$ cat src/rtl/max7219_sched_pkg.sv
// max7219_sched_pkg: MAX7219 register addresses, scheduler state encoding and frame packing
package max7219_sched_pkg;
  localparam logic [3:0] REG_NOOP     = 4'h0;
  localparam logic [3:0] REG_DIGIT0   = 4'h1;
  localparam logic [3:0] REG_DECODE   = 4'h9;
  localparam logic [3:0] REG_INTENS   = 4'hA;
  localparam logic [3:0] REG_SCANLIM  = 4'hB;
  localparam logic [3:0] REG_SHUTDN   = 4'hC;
  localparam logic [3:0] REG_DISPTEST = 4'hF;
  localparam logic [2:0] ST_INIT  = 3'd0;
  localparam logic [2:0] ST_IDLE  = 3'd1;
  localparam logic [2:0] ST_SHIFT = 3'd2;
  localparam logic [2:0] ST_LATCH = 3'd3;
  localparam logic [2:0] ST_GAP   = 3'd4;
  function automatic logic [15:0] mk_frame(input logic [3:0] r, input logic [7:0] d);
    return {4'h0, r, d};
  endfunction
endpackage

$ cat src/rtl/max7219_sched_shift.sv
// max7219_shift: 16-bit MSB-first serializer, SCK low then high for SCK_DIV cycles per bit
module max7219_shift #(
  parameter int SCK_DIV = 2
) (
  input  logic        clock,
  input  logic        reset,
  input  logic        start,
  input  logic [15:0] frame,
  output logic        sck,
  output logic        din,
  output logic        done
);
  localparam int DW = SCK_DIV > 1 ? $clog2(SCK_DIV) : 1;
  localparam logic [DW-1:0] DIV_MAX = DW'(SCK_DIV - 1);
  logic act_q, act_d, ph_q, ph_d, wrap;
  logic [DW-1:0] div_q, div_d;
  logic [3:0] bit_q, bit_d;
  logic [15:0] sr_q, sr_d;
  always_comb begin
    wrap = act_q && div_q == DIV_MAX;
    done = wrap && ph_q && bit_q == 4'd15;
    act_d = start || (act_q && !done);
    div_d = start || wrap ? '0 : act_q ? div_q + 1'b1 : div_q;
    ph_d = start ? 1'b0 : wrap ? ~ph_q : ph_q;
    bit_d = start ? '0 : wrap && ph_q ? bit_q + 4'd1 : bit_q;
    sr_d = start ? frame : wrap && ph_q ? {sr_q[14:0], 1'b0} : sr_q;
  end
  always_ff @(posedge clock) begin
    if (reset) begin
      act_q <= 1'b0;
      ph_q <= 1'b0;
      div_q <= '0;
      bit_q <= '0;
      sr_q <= '0;
    end else begin
      act_q <= act_d;
      ph_q <= ph_d;
      div_q <= div_d;
      bit_q <= bit_d;
      sr_q <= sr_d;
    end
  end
  assign sck = act_q && ph_q;
  assign din = act_q && sr_q[15];
endmodule

$ cat src/rtl/max7219_sched.sv
// max7219_sched: MAX7219 init sequencer and blank/intensity/digit-write arbiter onto one serial link
module max7219_sched
  import max7219_sched_pkg::*;
#(
  parameter int         SCK_DIV     = 2,
  parameter logic [7:0] DECODE_MODE = 8'hFF,
  parameter logic [2:0] SCAN_LIMIT  = 3'd7,
  parameter logic [3:0] INT_INIT    = 4'd8
) (
  input  logic       clock,
  input  logic       reset,
  input  logic       wr_valid,
  input  logic [2:0] wr_addr,
  input  logic [7:0] wr_data,
  output logic       wr_ready,
  input  logic [3:0] intensity,
  input  logic       blank,
  output logic       init_done,
  output logic       busy,
  output logic       max_sck,
  output logic       max_load,
  output logic       max_din
);
  localparam int DW = SCK_DIV > 1 ? $clog2(SCK_DIV) : 1;
  localparam logic [DW-1:0] DIV_MAX = DW'(SCK_DIV - 1);
  logic [2:0] state_q, state_d, step_q, step_d;
  logic [DW-1:0] cnt_q, cnt_d;
  logic init_done_q, init_done_d, sent_blank_q, sent_blank_d;
  logic [3:0] sent_int_q, sent_int_d;
  logic start, sh_done, pend_b, pend_i, cnt_end;
  logic [15:0] frame;
  function automatic logic [15:0] init_frame(input logic [2:0] s);
    return s == 3'd0 ? mk_frame(REG_SHUTDN, 8'h00) :
           s == 3'd1 ? mk_frame(REG_DISPTEST, 8'h00) :
           s == 3'd2 ? mk_frame(REG_DECODE, DECODE_MODE) :
           s == 3'd3 ? mk_frame(REG_SCANLIM, {5'h0, SCAN_LIMIT}) :
           s == 3'd4 ? mk_frame(REG_INTENS, {4'h0, INT_INIT}) :
                       mk_frame(REG_SHUTDN, 8'h01);
  endfunction
  always_comb begin
    pend_b = blank != sent_blank_q;
    pend_i = intensity != sent_int_q;
    cnt_end = cnt_q == DIV_MAX;
    wr_ready = state_q == ST_IDLE && init_done_q && !pend_b && !pend_i;
    state_d = state_q;
    step_d = step_q;
    cnt_d = '0;
    init_done_d = init_done_q;
    sent_blank_d = sent_blank_q;
    sent_int_d = sent_int_q;
    start = 1'b0;
    frame = init_frame(step_q);
    case (state_q)
      ST_INIT: begin
        start = 1'b1;
        state_d = ST_SHIFT;
      end
      ST_IDLE: begin
        start = pend_b || pend_i || (wr_valid && wr_ready);
        frame = pend_b ? mk_frame(REG_SHUTDN, {7'h0, ~blank}) :
                pend_i ? mk_frame(REG_INTENS, {4'h0, intensity}) :
                         mk_frame(REG_DIGIT0 + {1'b0, wr_addr}, wr_data);
        sent_blank_d = blank;
        sent_int_d = pend_b ? sent_int_q : intensity;
        state_d = start ? ST_SHIFT : ST_IDLE;
      end
      ST_SHIFT: state_d = sh_done ? ST_LATCH : ST_SHIFT;
      ST_LATCH: begin
        cnt_d = cnt_end ? '0 : cnt_q + 1'b1;
        state_d = cnt_end ? ST_GAP : ST_LATCH;
      end
      ST_GAP: begin
        cnt_d = cnt_end ? '0 : cnt_q + 1'b1;
        // the next init frame starts straight out of GAP so each init step costs exactly one frame
        start = cnt_end && !init_done_q && step_q != 3'd5;
        step_d = start ? step_q + 3'd1 : step_q;
        init_done_d = init_done_q || (cnt_end && step_q == 3'd5);
        frame = init_frame(step_q + 3'd1);
        state_d = !cnt_end ? ST_GAP : start ? ST_SHIFT : ST_IDLE;
      end
      default: state_d = ST_INIT;
    endcase
  end
  always_ff @(posedge clock) begin
    if (reset) begin
      state_q <= ST_INIT;
      step_q <= '0;
      cnt_q <= '0;
      init_done_q <= 1'b0;
      sent_blank_q <= 1'b0;
      sent_int_q <= INT_INIT;
    end else begin
      state_q <= state_d;
      step_q <= step_d;
      cnt_q <= cnt_d;
      init_done_q <= init_done_d;
      sent_blank_q <= sent_blank_d;
      sent_int_q <= sent_int_d;
    end
  end
  max7219_shift #(.SCK_DIV(SCK_DIV)) u_shift (
    .clock(clock),
    .reset(reset),
    .start(start),
    .frame(frame),
    .sck(max_sck),
    .din(max_din),
    .done(sh_done)
  );
  assign max_load = state_q == ST_LATCH;
  assign busy = state_q != ST_IDLE;
  assign init_done = init_done_q;
endmodule
$ cat config.mk
export PLATFORM = sky130hd
export DESIGN_NAME = max7219_sched
export DESIGN_NICKNAME = d
export VERILOG_FILES = /design/src/rtl/max7219_sched_pkg.sv /design/src/rtl/max7219_sched_shift.sv /design/src/rtl/max7219_sched.sv
export SDC_FILE = /design/constraint.sdc
export NUM_CORES = 1
export LEC_CHECK = 0
export CORE_MARGIN = 3
export CORE_UTILIZATION = 50
export DETAILED_ROUTE_END_ITERATION = 7
export GPL_TIMING_DRIVEN = 1
export HOLD_SLACK_MARGIN = 0.05
export PLACE_DENSITY = 0.85
export SLEW_MARGIN = 10
export SYNTH_ARGS = -nofsm -noshare
export SYNTH_HDL_FRONTEND = slang
export SYNTH_SLANG_ARGS = --single-unit
$ cat constraint.sdc
create_clock -name clock -period 2.1 [get_ports clock]
set_input_delay 0.525 -clock clock [delete_from_list [all_inputs] [get_ports clock]]
set_output_delay 0.525 -clock clock [all_outputs]
set_load 0.005 [all_outputs]
==> flow_summary.ini <==
; physical design summary
[timing]
hold-worst-slack_ns = 0.460
tightest_slew_ns = 0.512

[synth]
avgSynthCellArea_um2 = 8.09
ys_seq_share_pct = 33.9
numSynthFlops = 36
fp_nets = 290
top_cells_by_count = nand2_1 (43), dfxtp_1 (36), a21oi_1 (25), nor2_1 (22), mux2i_1 (11)
xor_share_pct = 5.35
yosysWarnings = 0
area_leaders = dfxtp_1 (34%), nand2_1 (7.6%), a21oi_1 (5.9%), mux2i_1 (5.2%), ha_1 (4.7%)
ys_types = 48
logic_family = simple AND/OR/NAND/NOR gates
yosys.area.top_type_share_pct = 33.9
ys_cells = 263

[finish]
sh_comb_area_pct = 47.7
register_area_um2 = 724
clock_area_share_pct = 3.92
largest_reg_flops = 16
finish.utilization_pct = 67.6
top_regs = u_shift.sr_q (16), sent_int_q (4), u_shift.bit_q (4)
num-nonclk-inverters = 10
layout.cells.non_filler = 362
stdcell_area_um2 = 2740
num-nets-final = 338
layout-drive-gt1-share_pct = 21.2
seq_share_pct = 26.4
logic_gates = 199
dominant_cells = logic gates
logic_area_um2 = 1310

[worst_hold_path]
hold_start = u_shift.sr_q[14]$_SDFFE_PP0P_

[critical_path]
critPathArrivalTime_ns = 2.23
r2r_cells = 8
critPathLaunchType = register
crit_path_end_kind = register
cp_num_cells = 8
cpPeakStageDelay_ns = 0.43

[floorplan]
chipArea_um2 = 5080
core_um2 = 4060
num_rows = 23

[place]
gp_congestion = 0.876
dp_slack_ns = -0.596

[grt]
track_usage_pct = 21.9
grt_pass1_vias = 1979
overflow = 0
met3_usage_pct = 5.89
grt_busiest_layer = met2
grt_util_met2_pct = 36.6

[pwr]
p_sw_share_pct = 22.4
p_per_area_nw_per_um2 = 528
total_power_mw = 1.45
top_power_group = sequential cells
leakage_nw = 1.09
power.switching_uw = 325

[routing]
dr.max_layer_used = met4
wl_met1_um = 2320
num_vias = 2136
drtIter0Drc = 163
first_pass_iters = 5
drtAntennaViolNets = 0
wire_per_inst_um = 15.8
met2_wirelength_um = 2840

[run_status]
status = complete, no violations

[clock_tree]
htree_levels = 2
numCtsBuffers = 5
ctsHoldBuffers = 0
cts_root_buffer = clkbuf_8
Fig. 1: power grid
Bar = 20 um. Pins as bars on the die edge.
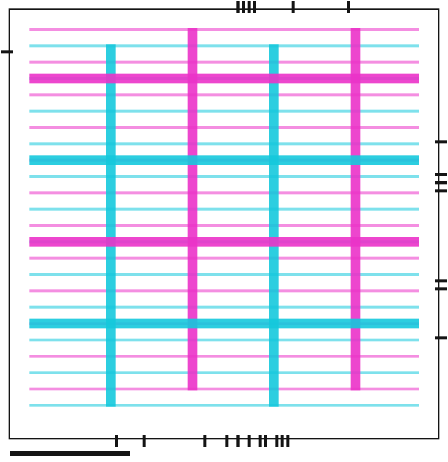
- VSS: cyan
- VDD: magenta
- met5 straps: 4
- rows: 23
- met4 straps: 4
maximum vdd drop: 0.234 mV
die width: 71.2 um
Die Ht: 71.2 um

Fig. 2: placement by cell class
Bar = 20 um.
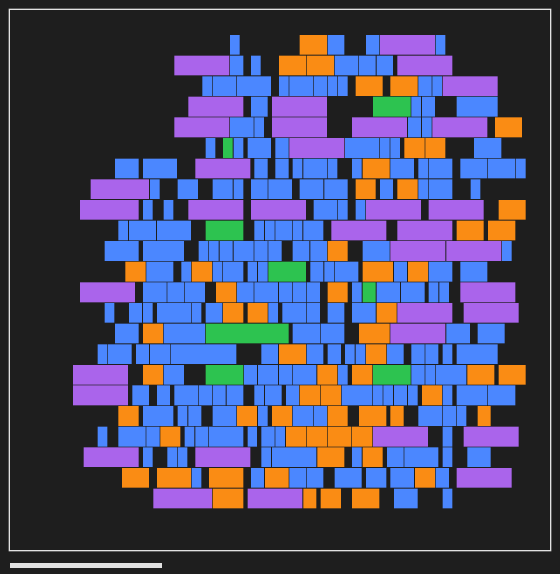
- clock drivers and dummy loads: green (cells 8; share of their area 4.0%)
- other buffers and delay cells: orange (cells 59; share of their area 19%)
- flip-flops: purple (cells 36; share of their area 27%)
- all other logic: blue (cells 209; share of their area 50%)

Fig. 3: clock wires, drivers and flops
Bar = 20 um.
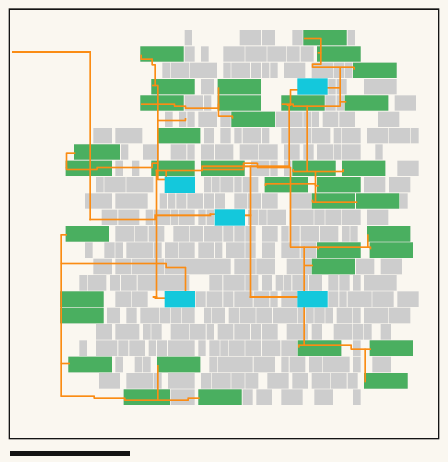
- cells driving clock nets: cyan (count 5)
- flip-flops: green (count 36)
- clock wires: orange (length 485 um)
- routed clock nets: 6
- flops lie: widely spread
P_clk: 607 uW
Worst Clk Skew: 0.00462 ns

Fig. 4: metal layers overlaid
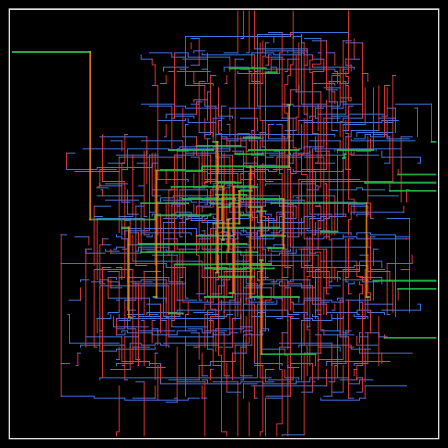
- met4: orange (wire length 199 um)
- met1: blue (wire length 2,320 um)
- met3: green (wire length 355 um)
- met2: red (wire length 2,840 um)

Power is estimated from default activity; no workload was simulated.
